### Clock routing, run 1

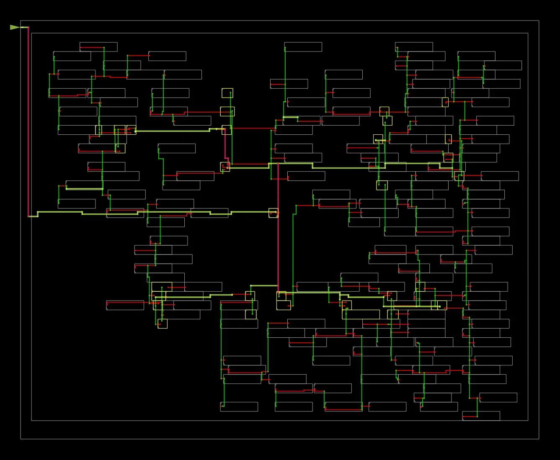
### Nets reached from selected ports, run 1

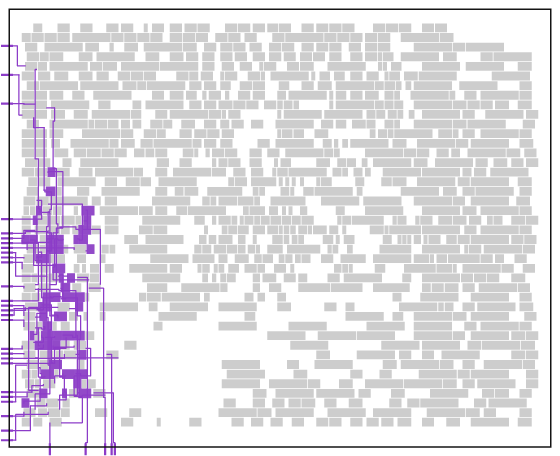
### Logic cells by family, run 1

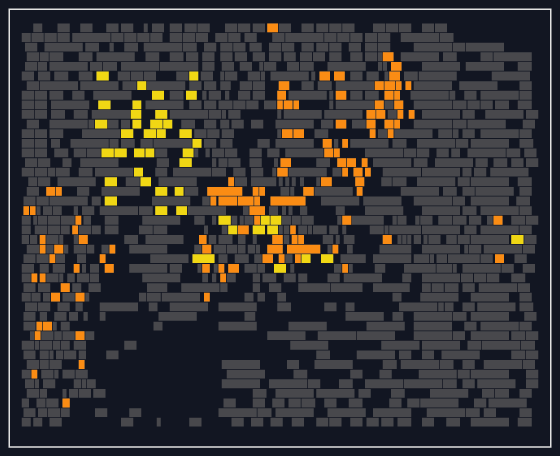
===== src/rtl/stage_mem_buf.sv =====
// rtl/stage_mem_buf.sv - memory stage with in-order load tracking FIFO and writeback
// Optional macro STAGE_MEM_BUF_MISALIGN_EN flags misaligned accesses instead of issuing them.
module stage_mem_buf #(
  parameter int XLEN  = 32,
  parameter int DEPTH = 2
) (
  input  logic              clk,
  input  logic              reset_n,
  input  logic              mem_valid,
  input  logic [XLEN-1:0]   mem_pc,
  input  logic [XLEN-1:0]   mem_data0,
  input  logic [XLEN-1:0]   mem_data1,
  input  logic              mem_read,
  input  logic              mem_write,
  input  logic              mem_extend,
  input  logic [1:0]        mem_width,
  input  logic [4:0]        wb_reg,
  output logic              mem_stall,
  output logic              req,
  input  logic              req_ready,
  output logic [XLEN-1:0]   addr,
  output logic              write,
  output logic [XLEN-1:0]   data_out,
  output logic [XLEN/8-1:0] byte_en,
  input  logic              rsp_valid,
  input  logic [XLEN-1:0]   rsp_data,
  output logic              wb_valid,
  output logic [XLEN-1:0]   wb_pc,
  output logic [4:0]        wb_reg_r,
  output logic [XLEN-1:0]   wb_data,
  output logic              wb_misalign,
  input  logic              wb_stall
);
  localparam int NB   = XLEN / 8;
  localparam int OFFW = $clog2(NB);
  localparam int PW   = $clog2(DEPTH);

  logic [OFFW-1:0] off;
  logic [1:0]      w_eff;
  logic            memop, misalign, full, accept, pop;
  logic [PW-1:0]   wr_ptr_q, rd_ptr_q, cmp_idx, idx;
  logic [PW:0]     cnt_q;
  logic            cmp_hit;

  logic [XLEN-1:0] pc_q  [DEPTH];
  logic [XLEN-1:0] res_q [DEPTH];
  logic [4:0]      reg_q [DEPTH];
  logic [OFFW-1:0] off_q [DEPTH];
  logic [1:0]      wid_q [DEPTH];
  logic            ext_q [DEPTH];
  logic [DEPTH-1:0] valid_q, done_q, load_q;

  assign off   = mem_data0[OFFW-1:0];
  assign w_eff = (XLEN == 32 && mem_width == 2'd3) ? 2'd2 : mem_width;
  assign memop = mem_read | mem_write;

`ifdef STAGE_MEM_BUF_MISALIGN_EN
  logic [DEPTH-1:0] mis_q;
  assign misalign    = memop & ((off & OFFW'((1 << w_eff) - 1)) != '0);
  assign wb_misalign = valid_q[rd_ptr_q] & mis_q[rd_ptr_q];
`else
  assign misalign    = 1'b0;
  assign wb_misalign = 1'b0;
`endif

  assign full      = (cnt_q == (PW+1)'(DEPTH));
  assign mem_stall = mem_valid & (full | (memop & ~misalign & ~req_ready));
  assign req       = mem_valid & memop & ~full & ~misalign;
  assign accept    = mem_valid & ~mem_stall;
  assign addr      = {mem_data0[XLEN-1:OFFW], {OFFW{1'b0}}};
  assign write     = mem_write;
  assign data_out  = mem_data1 << {off, 3'b000};
  // Lanes past the top byte are simply dropped; the memory owns any wrap.
  assign byte_en   = NB'(((1 << (1 << w_eff)) - 1) << off);

  assign wb_valid = valid_q[rd_ptr_q] & done_q[rd_ptr_q];
  assign wb_pc    = pc_q[rd_ptr_q];
  assign wb_reg_r = reg_q[rd_ptr_q];
  assign wb_data  = res_q[rd_ptr_q];
  assign pop      = wb_valid & ~wb_stall;

  function automatic logic [XLEN-1:0] load_fmt(input logic [XLEN-1:0] d, input logic [OFFW-1:0] o,
                                               input logic [1:0] w, input logic ext);
    logic [XLEN-1:0] s, mask;
    int bits;
    s    = d >> {o, 3'b000};
    bits = 8 << w;
    if (bits >= XLEN) return s;
    mask = (XLEN'(1) << bits) - 1'b1;
    if (ext && |(s & (mask ^ (mask >> 1)))) return s | ~mask;
    return s & mask;
  endfunction

  // Each response completes the oldest outstanding load, scanning from the head.
  always_comb begin
    cmp_hit = 1'b0;
    cmp_idx = rd_ptr_q;
    idx     = '0;
    for (int i = 0; i < DEPTH; i++) begin
      idx = rd_ptr_q + PW'(i);
      if (!cmp_hit && rsp_valid && valid_q[idx] && !done_q[idx] && load_q[idx]) begin
        cmp_hit = 1'b1;
        cmp_idx = idx;
      end
    end
  end

  always_ff @(posedge clk or negedge reset_n) begin
    if (!reset_n) begin
      wr_ptr_q <= '0;
      rd_ptr_q <= '0;
      cnt_q    <= '0;
      valid_q  <= '0;
      done_q   <= '0;
`ifdef STAGE_MEM_BUF_MISALIGN_EN
      mis_q    <= '0;
`endif
    end else begin
      if (accept) begin
        valid_q[wr_ptr_q] <= 1'b1;
        done_q[wr_ptr_q]  <= ~(mem_read & ~misalign);
`ifdef STAGE_MEM_BUF_MISALIGN_EN
        mis_q[wr_ptr_q]   <= misalign;
`endif
        wr_ptr_q          <= wr_ptr_q + 1'b1;
      end
      if (cmp_hit) done_q[cmp_idx] <= 1'b1;
      if (pop) begin
        valid_q[rd_ptr_q] <= 1'b0;
        rd_ptr_q          <= rd_ptr_q + 1'b1;
      end
      cnt_q <= cnt_q + (PW+1)'(accept) - (PW+1)'(pop);
    end
  end

  always_ff @(posedge clk) begin
    if (accept) begin
      pc_q[wr_ptr_q]   <= mem_pc;
      reg_q[wr_ptr_q]  <= wb_reg;
      off_q[wr_ptr_q]  <= off;
      wid_q[wr_ptr_q]  <= w_eff;
      ext_q[wr_ptr_q]  <= mem_extend;
      load_q[wr_ptr_q] <= mem_read & ~misalign;
      res_q[wr_ptr_q]  <= mem_data0;
    end
    if (cmp_hit)
      res_q[cmp_idx] <= load_fmt(rsp_data, off_q[cmp_idx], wid_q[cmp_idx], ext_q[cmp_idx]);
  end
endmodule


===== config.mk =====
export PLATFORM = sky130hd
export DESIGN_NAME = stage_mem_buf
export DESIGN_NICKNAME = d
export VERILOG_FILES = /design/src/rtl/stage_mem_buf.sv
export SDC_FILE = /design/constraint.sdc
export NUM_CORES = 1
export LEC_CHECK = 0
export CAP_MARGIN = 20
export CORE_ASPECT_RATIO = 0.8
export CORE_MARGIN = 3
export CORE_UTILIZATION = 50
export CTS_BUF_LIST = sky130_fd_sc_hd__clkbuf_4
export CTS_CLUSTER_SIZE = 30
export DETAILED_ROUTE_END_ITERATION = 16
export HOLD_SLACK_MARGIN = 0.15
export PLACE_DENSITY = 0.85
export SLEW_MARGIN = 20
export SYNTH_ARGS = -nofsm -noshare
export SYNTH_HDL_FRONTEND = slang
export SYNTH_SLANG_ARGS = --single-unit

===== constraint.sdc =====
create_clock -name clk -period 6 [get_ports clk]
set_input_delay 1.2 -clock clk [delete_from_list [all_inputs] [get_ports clk]]
set_output_delay 1.2 -clock clk [all_outputs]
set_load 0.1 [all_outputs]

==> flow_metrics.tcl, run 1 <==
# yosys + openroad results
set metrics [dict create \
    outcome "complete, no violations" \
    setup_tns_ns 0 \
    syn-cell-area_sq_mm 0.00861 \
    postCtsHoldBufs 0 \
    drt-met1-wl_um 9600 \
    io_buffers 282 \
    placed_cell_area_sq_mm 0.0112 \
    hold_violations 0 \
    powerDensity_mw_per_mm2 508 \
    wl_met3_um 2050 \
    worst_pin_slew_ns 1.04 \
    start_kind "register" \
    post_cts_resized 0 \
    powerClk_mw 0.634 \
    synth_seq_share 0.546 \
    drv_cap 0 \
    comb.multi_input.count 418 \
    layout.area.comb_sq_mm 0.00337 \
    final_layout_top_logic_cells "clkdlybuf4s50_1 (246), edfxtp_1 (150), mux2_2 (86), mux2i_1 (48), buf_4 (47)" \
    end_kind "output port" \
    clock_buffer_count 17 \
    fillers 1232 \
    nNonClkBuffers 293 \
    avgSynthCellArea_sq_um 13.1 \
    combPwrFrac 0.611 \
    largest_registers "pc_q (64), res_q (64), reg_q (10)" \
    synthCells 658 \
    via_count 6547 \
    cp_num_buf_inv 2 \
    tritoncts "yes" \
    design.core.area_sq_mm 0.0167 \
    topCellsByArea "edfxtp_1 (52%), mux2_2 (11%), mux2i_1 (5.6%)" \
    log.warning_count 27 \
    grtUsageMet2 0.396 \
    htreeDepth 4 \
    grt_max_degree 67 \
    ys_cells 658 \
    grt_overflow 0 \
    synthAdderAreaFrac 0.00291 \
    p_seq_mw 1.64 \
    cp.depth 3 \
    routed-wl-met2_um 11500 \
    clock_power_share 0.109 \
    routed.top_layer "met4" \
    worstReg2RegEnd "res_q[0][8]" \
    met3_usage 0.0640 \
    hold_ws_ns 0.490 \
    timing.fmax_mhz 216 \
    grt_usage 0.242 \
    routed_wl_um 23700 \
    critical_path_class "register to output port" \
    power_leakage_nw 4.16 \
]
Notes on 'Clock routing' above:
clk latency late pin: 0.55 ns
Seq cells: 158
total CTS buffers: 17
clock skew: 0.0256 ns
clock sinks: 158

Notes on 'Nets reached from selected ports' above:
Key: purple = mem_data1 [bits 32, direction input, end cells 48, buffers 32, wire 1,170 um]

Notes on 'Logic cells by family' above:
Key: orange = aoi and oai cells [cells 109, most used o21ai_0]; yellow = non-inverting ao/oa cells [cells 43, most used o32a_1]
fin cells: 1,130
combinational share of cell area: 0.294
Commonest Layout Cell: clkdlybuf4s50_1

## run 1: synth_stat cells (3+ instances only)
cell / n
a21o_2: 6
nor2_1: 25
nand3_1: 7
nor3_1: 3
o22ai_1: 3
nand2_1: 40
o21ai_0: 26
buf_1: 3
o221ai_1: 16
mux2_2: 86
mux2i_1: 48
a211oi_1: 9
a21oi_1: 18
clkbuf_1: 21
and2_1: 8
o32a_1: 17
and3_2: 3
edfxtp_1: 150
nand2b_1: 6
buf_4: 40
dfrtp_1: 8
a21o_1: 11
nor2b_1: 16
inv_1: 8
o21ai_1: 5
buf_6: 5
a22oi_1: 17
## run 1: stage by stage
stage,cells,setup slack (ns),util
final,1130,1.36,0.687
after floorplan,660,0.972,-
after global placement,1097,1.39,0.670
after CTS,1129,1.29,0.687
after global routing,1129,1.16,0.687
after detailed placement,1097,1.35,0.670
--- run 2 (diff from run 1) ---
Settings changed: CORE_UTILIZATION 50 to 48, PLACE_DENSITY 0.85 to 0.82.
Clock period 6 ns to 4.3 ns, I/O delays scaled along.
### Clock distribution, run 2

Bar = 50 um.
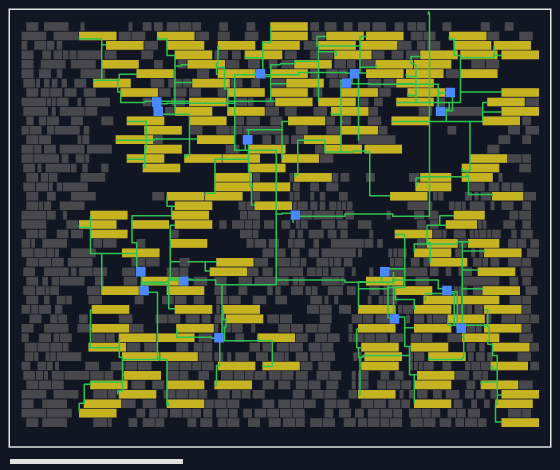
Key: green = clock wires [length 1,770 um]; blue = clock drivers [count 17]; yellow = flip-flops [count 158]
Position of the flops: widely spread.

### Clock routing, run 2

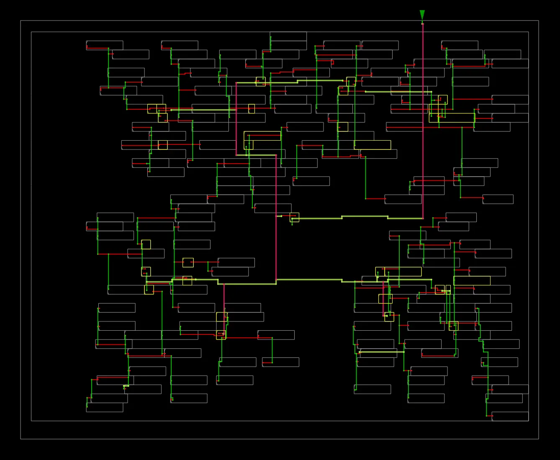
CLK BUF: 19
Power Clock: 1.06 mW

### Routed metal, one colour a layer, run 2

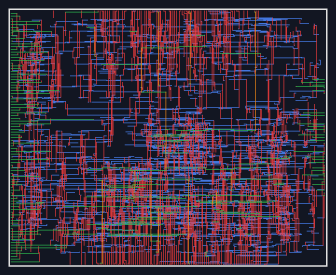
Key: green = metal 3 [wire length 2,020 um]; orange = metal 4 [wire length 373 um]; red = metal 2 [wire length 11,500 um]; blue = metal 1 [wire length 9,360 um]

==> flow_metrics.tcl, run 2 <==
# yosys + openroad results
set metrics [dict create \
    post_cts_resized 0 \
    drt-met1-wl_um 9360 \
    syn-cell-area_sq_mm 0.00861 \
    tapCellCount 225 \
    io_buffers 282 \
    power_leader "combinational cells" \
    clock_skew_ns 0.0167 \
    ys_cells 658 \
    final_layout_top_logic_cells "edfxtp_1 (150), clkdlybuf4s50_1 (142), buf_4 (119), mux2_2 (86), mux2i_1 (48)" \
    grt_overflow 0 \
    power_leakage_nw 4.46 \
    top_cell "edfxtp_1" \
    via_count 6484 \
    ys_area_sq_mm 0.00861 \
    edf_count 150 \
    rr_worst_depth 8 \
    met3_usage 0.0752 \
    cp_num_buf_inv 1 \
    largest_registers "pc_q (64), res_q (64), reg_q (10)" \
    end_kind "register" \
    powerDensity_mw_per_mm2 705 \
    critical_path_class "register to register" \
    numCtsBuffers 17 \
    clock_power_share 0.128 \
    seq_area_sq_mm 0.00471 \
    ir_drop_v 0.000320 \
    ff_count 158 \
    lay_top_count "edfxtp_1" \
    comb.multi_input.count 418 \
    fp_util 0.493 \
    finalSetupViolCount 0 \
    synth_seq_share 0.546 \
    clkSlewWorstSetupHoldPaths_ns 0.12 \
    drv_cap 0 \
    worstReg2RegEnd "res_q[0][11]" \
    xor_share 0.00305 \
    synthAdderAreaFrac 0.00291 \
    comb_area_share 0.286 \
    synthCells 658 \
    fillers 1311 \
    grt_usage 0.235 \
    timing.fmax_mhz 281 \
    avgSynthCellArea_sq_um 13.1 \
    cp.depth 8 \
    htreeDepth 4 \
    tritoncts "yes" \
    start_kind "register" \
    postCtsHoldBufs 0 \
    hold_violations 0 \
    final_core_util 0.674 \
    clock_latency_ns 0.55 \
    p_seq_mw 2.23 \
    wl_met3_um 2020 \
    hold_ws_ns 0.484 \
    routed.top_layer "met4" \
    routed_wl_um 23200 \
    topCellsByArea "edfxtp_1 (52%), mux2_2 (11%), mux2i_1 (5.6%)" \
    cts_sinks 158 \
    nNonClkBuffers 298 \
    routed_via_density 5.69 \
    yosysWarningCount 0 \
    synthTopCellsByCount "edfxtp_1 (150), mux2_2 (86), mux2i_1 (48)" \
    outcome "complete, no violations" \
    design.core.area_sq_mm 0.0175 \
    grtUsageMet2 0.389 \
    combPwrFrac 0.604 \
    setup_tns_ns 0 \
    routed-wl-met2_um 11500 \
    grt_max_degree 44 \
    startpoint "rd_ptr_q" \
    ys_sh_aoi 0.139 \
    layout.area.comb_sq_mm 0.00337 \
    log.warning_count 26 \
    worst_pin_slew_ns 0.946 \
    antenna_left 0 \
]
## run 2: netlist changes by cell type in the layout (fill, tap and decap cells not counted), sizes merged
cell | previous run | this run
buf | 47 | 156
bufinv | 1 | 5
clkbuf | 17 | 19
clkdlybuf4s50 | 246 | 142
clkinv | 6 | 3
clkinvlp | 1 | 2
inv | 15 | 11
## run 2: metrics by stage
| stage | setup slack [ns] | std cells |
|---|---|---|
| after floorplan | 0.0275 | 660 |
| after global placement | 0.660 | 1107 |
| after detailed placement | 0.591 | 1107 |
| after CTS | 0.751 | 1139 |
| after global routing | 0.514 | 1140 |
| final | 0.736 | 1140 |
No activity file was given, so power comes from the tool's default toggle rates.
